final_clocks.png
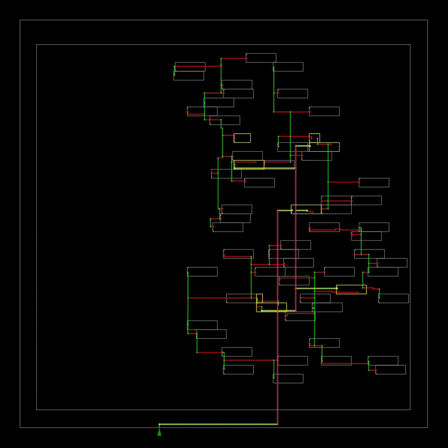
gate_families.png
Scale: 2 px per µm.
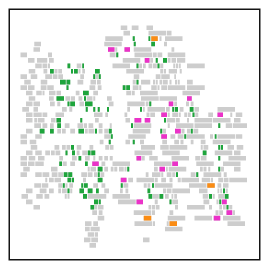
File: config.mk
export PLATFORM = sky130hd
export DESIGN_NAME = kof_input_decoder
export DESIGN_NICKNAME = d
export VERILOG_FILES = /design/src/rtl/kof_input_decoder.sv
export SDC_FILE = /design/constraint.sdc
export NUM_CORES = 1
export LEC_CHECK = 0
export CORE_MARGIN = 5
export CORE_UTILIZATION = 28
export CTS_CLUSTER_DIAMETER = 60
export DETAILED_ROUTE_END_ITERATION = 7
export PLACE_DENSITY = 0.58
export SETUP_SLACK_MARGIN = 0.2
export SLEW_MARGIN = 20
export SYNTH_ARGS = -nofsm -noshare
export SYNTH_HDL_FRONTEND = slang
export SYNTH_SLANG_ARGS = --single-unit
export TNS_END_PERCENT = 10
File: constraint.sdc
create_clock -name clk -period 2.78 [get_ports clk]
set_input_delay 0.556 -clock clk [delete_from_list [all_inputs] [get_ports clk]]
set_output_delay 0.556 -clock clk [all_outputs]
set_load 0.03 [all_outputs]
File: src/rtl/kof_input_decoder.sv
// Keycode-to-action decoder for two fighters. Matches the six GPIO key slots
// against each player's keymap, aligns all decisions to a vsync-derived frame
// tick, and produces level (move/squat) and one-shot (punch/kick/jump) actions
// with per-player lockout counters.
module kof_input_decoder #(
  parameter logic [47:0] P1_KEYMAP    = 48'h07_04_16_1A_0D_0E,
  parameter logic [47:0] P2_KEYMAP    = 48'h50_4F_51_52_59_5A,
  parameter int unsigned ATK_COOLDOWN = 12,
  parameter int unsigned JUMP_LOCK    = 30
) (
  input  logic        clk,
  input  logic        reset,
  input  logic [31:0] keycode0_gpio,
  input  logic [31:0] keycode1_gpio,
  input  logic        vsync,
  input  logic        stop,
  output logic        forward_1,
  output logic        back_1,
  output logic        squat_1,
  output logic        punch_1,
  output logic        kick_1,
  output logic        jump_1,
  output logic        forward_2,
  output logic        back_2,
  output logic        squat_2,
  output logic        punch_2,
  output logic        kick_2,
  output logic        jump_2
);

  // Function bit positions follow the keymap packing {fwd,back,squat,jump,punch,kick}.
  localparam int unsigned FKick  = 0;
  localparam int unsigned FPunch = 1;
  localparam int unsigned FJump  = 2;
  localparam int unsigned FSquat = 3;
  localparam int unsigned FBack  = 4;
  localparam int unsigned FFwd   = 5;

  localparam logic [7:0] AtkLoad  = ATK_COOLDOWN[7:0];
  localparam logic [7:0] JumpLoad = JUMP_LOCK[7:0];

  logic [47:0] slots;
  logic        unused_kc1;
  logic [47:0] keymap [2];

  assign slots      = {keycode1_gpio[15:0], keycode0_gpio};
  assign unused_kc1 = ^keycode1_gpio[31:16];
  assign keymap[0]  = P1_KEYMAP;
  assign keymap[1]  = P2_KEYMAP;

  // A zero keycode means "empty slot" and must never count as a press.
  function automatic logic key_match(input logic [7:0] kc, input logic [47:0] sl);
    logic hit;
    hit = 1'b0;
    for (int s = 0; s < 6; s++) begin
      if (kc != 8'h00 && sl[s*8 +: 8] == kc) hit = 1'b1;
    end
    return hit;
  endfunction

  logic vs_s1, vs_s2, vs_s3, tick;

  logic [5:0] held   [2];
  logic [5:0] press  [2];
  logic [5:0] prev_q [2];
  logic [5:0] prev_d [2];
  logic [5:0] act_q  [2];
  logic [5:0] act_d  [2];
  logic [7:0] atk_q  [2];
  logic [7:0] atk_d  [2];
  logic [7:0] jmp_q  [2];
  logic [7:0] jmp_d  [2];

  // Bring vsync into the clk domain and keep one extra stage for edge detection.
  always_ff @(posedge clk or posedge reset) begin
    if (reset) begin
      vs_s1 <= 1'b0;
      vs_s2 <= 1'b0;
      vs_s3 <= 1'b0;
    end else begin
      vs_s1 <= vsync;
      vs_s2 <= vs_s1;
      vs_s3 <= vs_s2;
    end
  end

  assign tick = vs_s2 & ~vs_s3;

  // Per-player held flags from the current GPIO value.
  always_comb begin
    for (int p = 0; p < 2; p++) begin
      held[p] = '0;
      for (int f = 0; f < 6; f++) begin
        held[p][f] = key_match(keymap[p][f*8 +: 8], slots);
      end
    end
  end

  // Frame-tick next-state: level actions, one-shot attacks/jump, lockout counters.
  always_comb begin
    for (int p = 0; p < 2; p++) begin
      prev_d[p] = prev_q[p];
      act_d[p]  = act_q[p];
      atk_d[p]  = atk_q[p];
      jmp_d[p]  = jmp_q[p];
      press[p]  = held[p] & ~prev_q[p];
      if (tick) begin
        // History tracks keys even while frozen so held keys do not fire on release.
        prev_d[p] = held[p];
        act_d[p]  = '0;
        if (!stop) begin
          act_d[p][FSquat] = held[p][FSquat];
          act_d[p][FFwd]   = held[p][FFwd] & ~held[p][FBack] & ~held[p][FSquat];
          act_d[p][FBack]  = held[p][FBack] & ~held[p][FFwd] & ~held[p][FSquat];

          if (atk_q[p] == 8'd0 && press[p][FPunch]) begin
            act_d[p][FPunch] = 1'b1;
            atk_d[p]         = AtkLoad;
          end else if (atk_q[p] == 8'd0 && press[p][FKick]) begin
            act_d[p][FKick] = 1'b1;
            atk_d[p]        = AtkLoad;
          end else if (atk_q[p] != 8'd0) begin
            atk_d[p] = atk_q[p] - 8'd1;
          end

          if (jmp_q[p] == 8'd0 && press[p][FJump]) begin
            act_d[p][FJump] = 1'b1;
            jmp_d[p]        = JumpLoad;
          end else if (jmp_q[p] != 8'd0) begin
            jmp_d[p] = jmp_q[p] - 8'd1;
          end
        end
      end
    end
  end

  // Per-player state registers.
  always_ff @(posedge clk or posedge reset) begin
    if (reset) begin
      for (int p = 0; p < 2; p++) begin
        prev_q[p] <= '0;
        act_q[p]  <= '0;
        atk_q[p]  <= '0;
        jmp_q[p]  <= '0;
      end
    end else begin
      for (int p = 0; p < 2; p++) begin
        prev_q[p] <= prev_d[p];
        act_q[p]  <= act_d[p];
        atk_q[p]  <= atk_d[p];
        jmp_q[p]  <= jmp_d[p];
      end
    end
  end

  assign forward_1 = act_q[0][FFwd];
  assign back_1    = act_q[0][FBack];
  assign squat_1   = act_q[0][FSquat];
  assign punch_1   = act_q[0][FPunch];
  assign kick_1    = act_q[0][FKick];
  assign jump_1    = act_q[0][FJump];
  assign forward_2 = act_q[1][FFwd];
  assign back_2    = act_q[1][FBack];
  assign squat_2   = act_q[1][FSquat];
  assign punch_2   = act_q[1][FPunch];
  assign kick_2    = act_q[1][FKick];
  assign jump_2    = act_q[1][FJump];

endmodule

==> notes.md <==
Item: results of the latest flow run.

- The flow ran to the end, and the final reports show no timing, DRC or antenna violations.
- The average wire length per cell after detail routing is 16.1 µm.
- The root cell of the clock tree is sky130_fd_sc_hd__clkbuf_16.
- Setup repair after global routing could not meet its margin everywhere.
- The cell count of the worst hold path is 0.
- Counting flops with an async set or reset pin after synthesis yields a share of 100%.
- STA lists the startpoint of the worst register-to-register path as atk_q[8].
- The endpoint required time on the critical path is 2970 ps.
- The number of antenna violations at the first check in global routing came to 0.
- The worst slack at placement is -17.8 ps.
- Per the final report, the share of cell area in non-clock buffers is 19.5%.
- The largest part of the power goes to sequential cells.
- The final tally of hold violations is 0.
- Of the post-synthesis cell area, the dominant cell type holds 36.2%.
- For reference, XOR and XNOR gates occupy 0% of the area reported after synthesis.
- The final core utilization is 38.9%.
- In the final layout, the registers with the most flip-flops are atk_q: 16 flops, jmp_q: 16 flops, prev_q: 6 flops.
- The worst setup path is captured at a flop.
- Power attributed to sequential cells is 1.18 mW.
- The sink of the worst hold path is vs_s2.
- For reference, the clock transition at the flip-flops on the worst setup and hold paths is 70 ps.
- The final antenna diode tally reported by the flow is 0.
- Counting the warning lines in the Yosys log gives 0.
- Per the placement log, port buffering inserted 63 buffers.
- The count of unresolved DRC violations after routing is 0.
- The floorplan step defined a die boundary enclosing 15,500 µm².
- The post-synth register bit count is 53.
- The worst setup path endpoint is jmp_q[15].
- The antenna violation net count after detailed routing is 0.
- The number of well taps is 172.
- The pin closest to its max-slew limit shows a slew of 630 ps.
- The critical path's top delay family is simple AND/OR/NAND/NOR gates.
- Ranked by instance count, the synthesized netlist is headed by sky130_fd_sc_hd__nand2_1, sky130_fd_sc_hd__dfrtp_1, sky130_fd_sc_hd__nor2_1, sky130_fd_sc_hd__nor3_1, sky130_fd_sc_hd__o21ai_0.
- Adding up every negative setup slack in the final design gives 0 ps.
- After layout, the inverter instance count without clock inverters stands at 17.
- The layout stage reports a final design area of 4940 µm².
- The instance count on the critical path is 7.
- The sequential share of power is 44.3%.
- The script computed a power per unit cell area of 540 nW/µm².
- The total setup violations reported at the end of the flow is 0.
- The synthesized net count is 509.
- Max-slew check failures listed in the final report amount to 0.
- STA shows the worst reg2reg path with a cell count of 8.
- The floorplan step records an initial core utilization of 28.8%.
- TritonCTS reports the number of clock sinks as 53.
- For this run the top cell type by instance count after synthesis was sky130_fd_sc_hd__nand2_1.
- The count of sequential standard cells is 53.
- The HPWL after detailed placement is 9.28 mm.
- In this run the post-CTS setup repair buffer count came out at 0.
- The source-to-sink clock delay at the later pin of the worst-skew pair is 290 ps.
- The area share of fa/ha/maj cells after synthesis is 2.73%.
- The period utilization is 89.2%.
- The global routing usage on met3 is 3.30%.
- After synthesis, the design contains 433 cells according to Yosys.
- The largest incremental delay on the critical path is 530 ps.
- The multi-input combinational cells in the finished layout cover a total of 2220 µm².
- After synthesis, the share of cell area in mux cells is 1.19%.
- The worst-case clock buffer depth is 2.
- In the per-layer breakdown of the detailed-route log, met1 shows 5.16 mm.
- OpenROAD emitted warnings numbering 47.
- The iteration count recorded for the first detailed-route pass is 4.
- Walking the worst path, the cells encountered are clkdlybuf4s50_1 -> or4b_1 -> nor3_2 -> nor4_2 -> a211oi_4 -> nor2_1 -> o31a_1.
- The worst-path maximum fanout is 6.
- The register share after synthesis is 36.2%.
- The slowest stage of the critical path is the sky130_fd_sc_hd__or4b_1 cell.
- The global routing met1 resource utilization is 18.7%.
- The biggest area contributor in the post-synthesis netlist is sky130_fd_sc_hd__dfrtp_1.
- The final setup slack of the worst path is 299 ps.
- The total power draw is 2.67 mW.
- The number of distinct library cells after synthesis is 65.
- The routed design shows a via density per instance of 5.35.
Notes on final_clocks.png above:
worst setup skew after layout: 5.87 ps
power drawn by the clock network: 644 µW
number of buffers created by CTS: 5

Notes on gate_families.png above:
legend:
  magenta:
    family: AND-OR and OR-AND gates
    cells: 20
    most_used: a21o_1
  green:
    family: NAND gates
    cells: 102
    most_used: nand2_1
  orange:
    family: multiplexers
    cells: 4
    most_used: mux2_2
count of placed standard cells in the final layout, fillers left out: 706
logic share of the area: 44.9%
most common cell after layout, fill and taps aside: sky130_fd_sc_hd__clkdlybuf4s50_1

Power figures rest on the tool's default switching activity, not on a simulated workload.
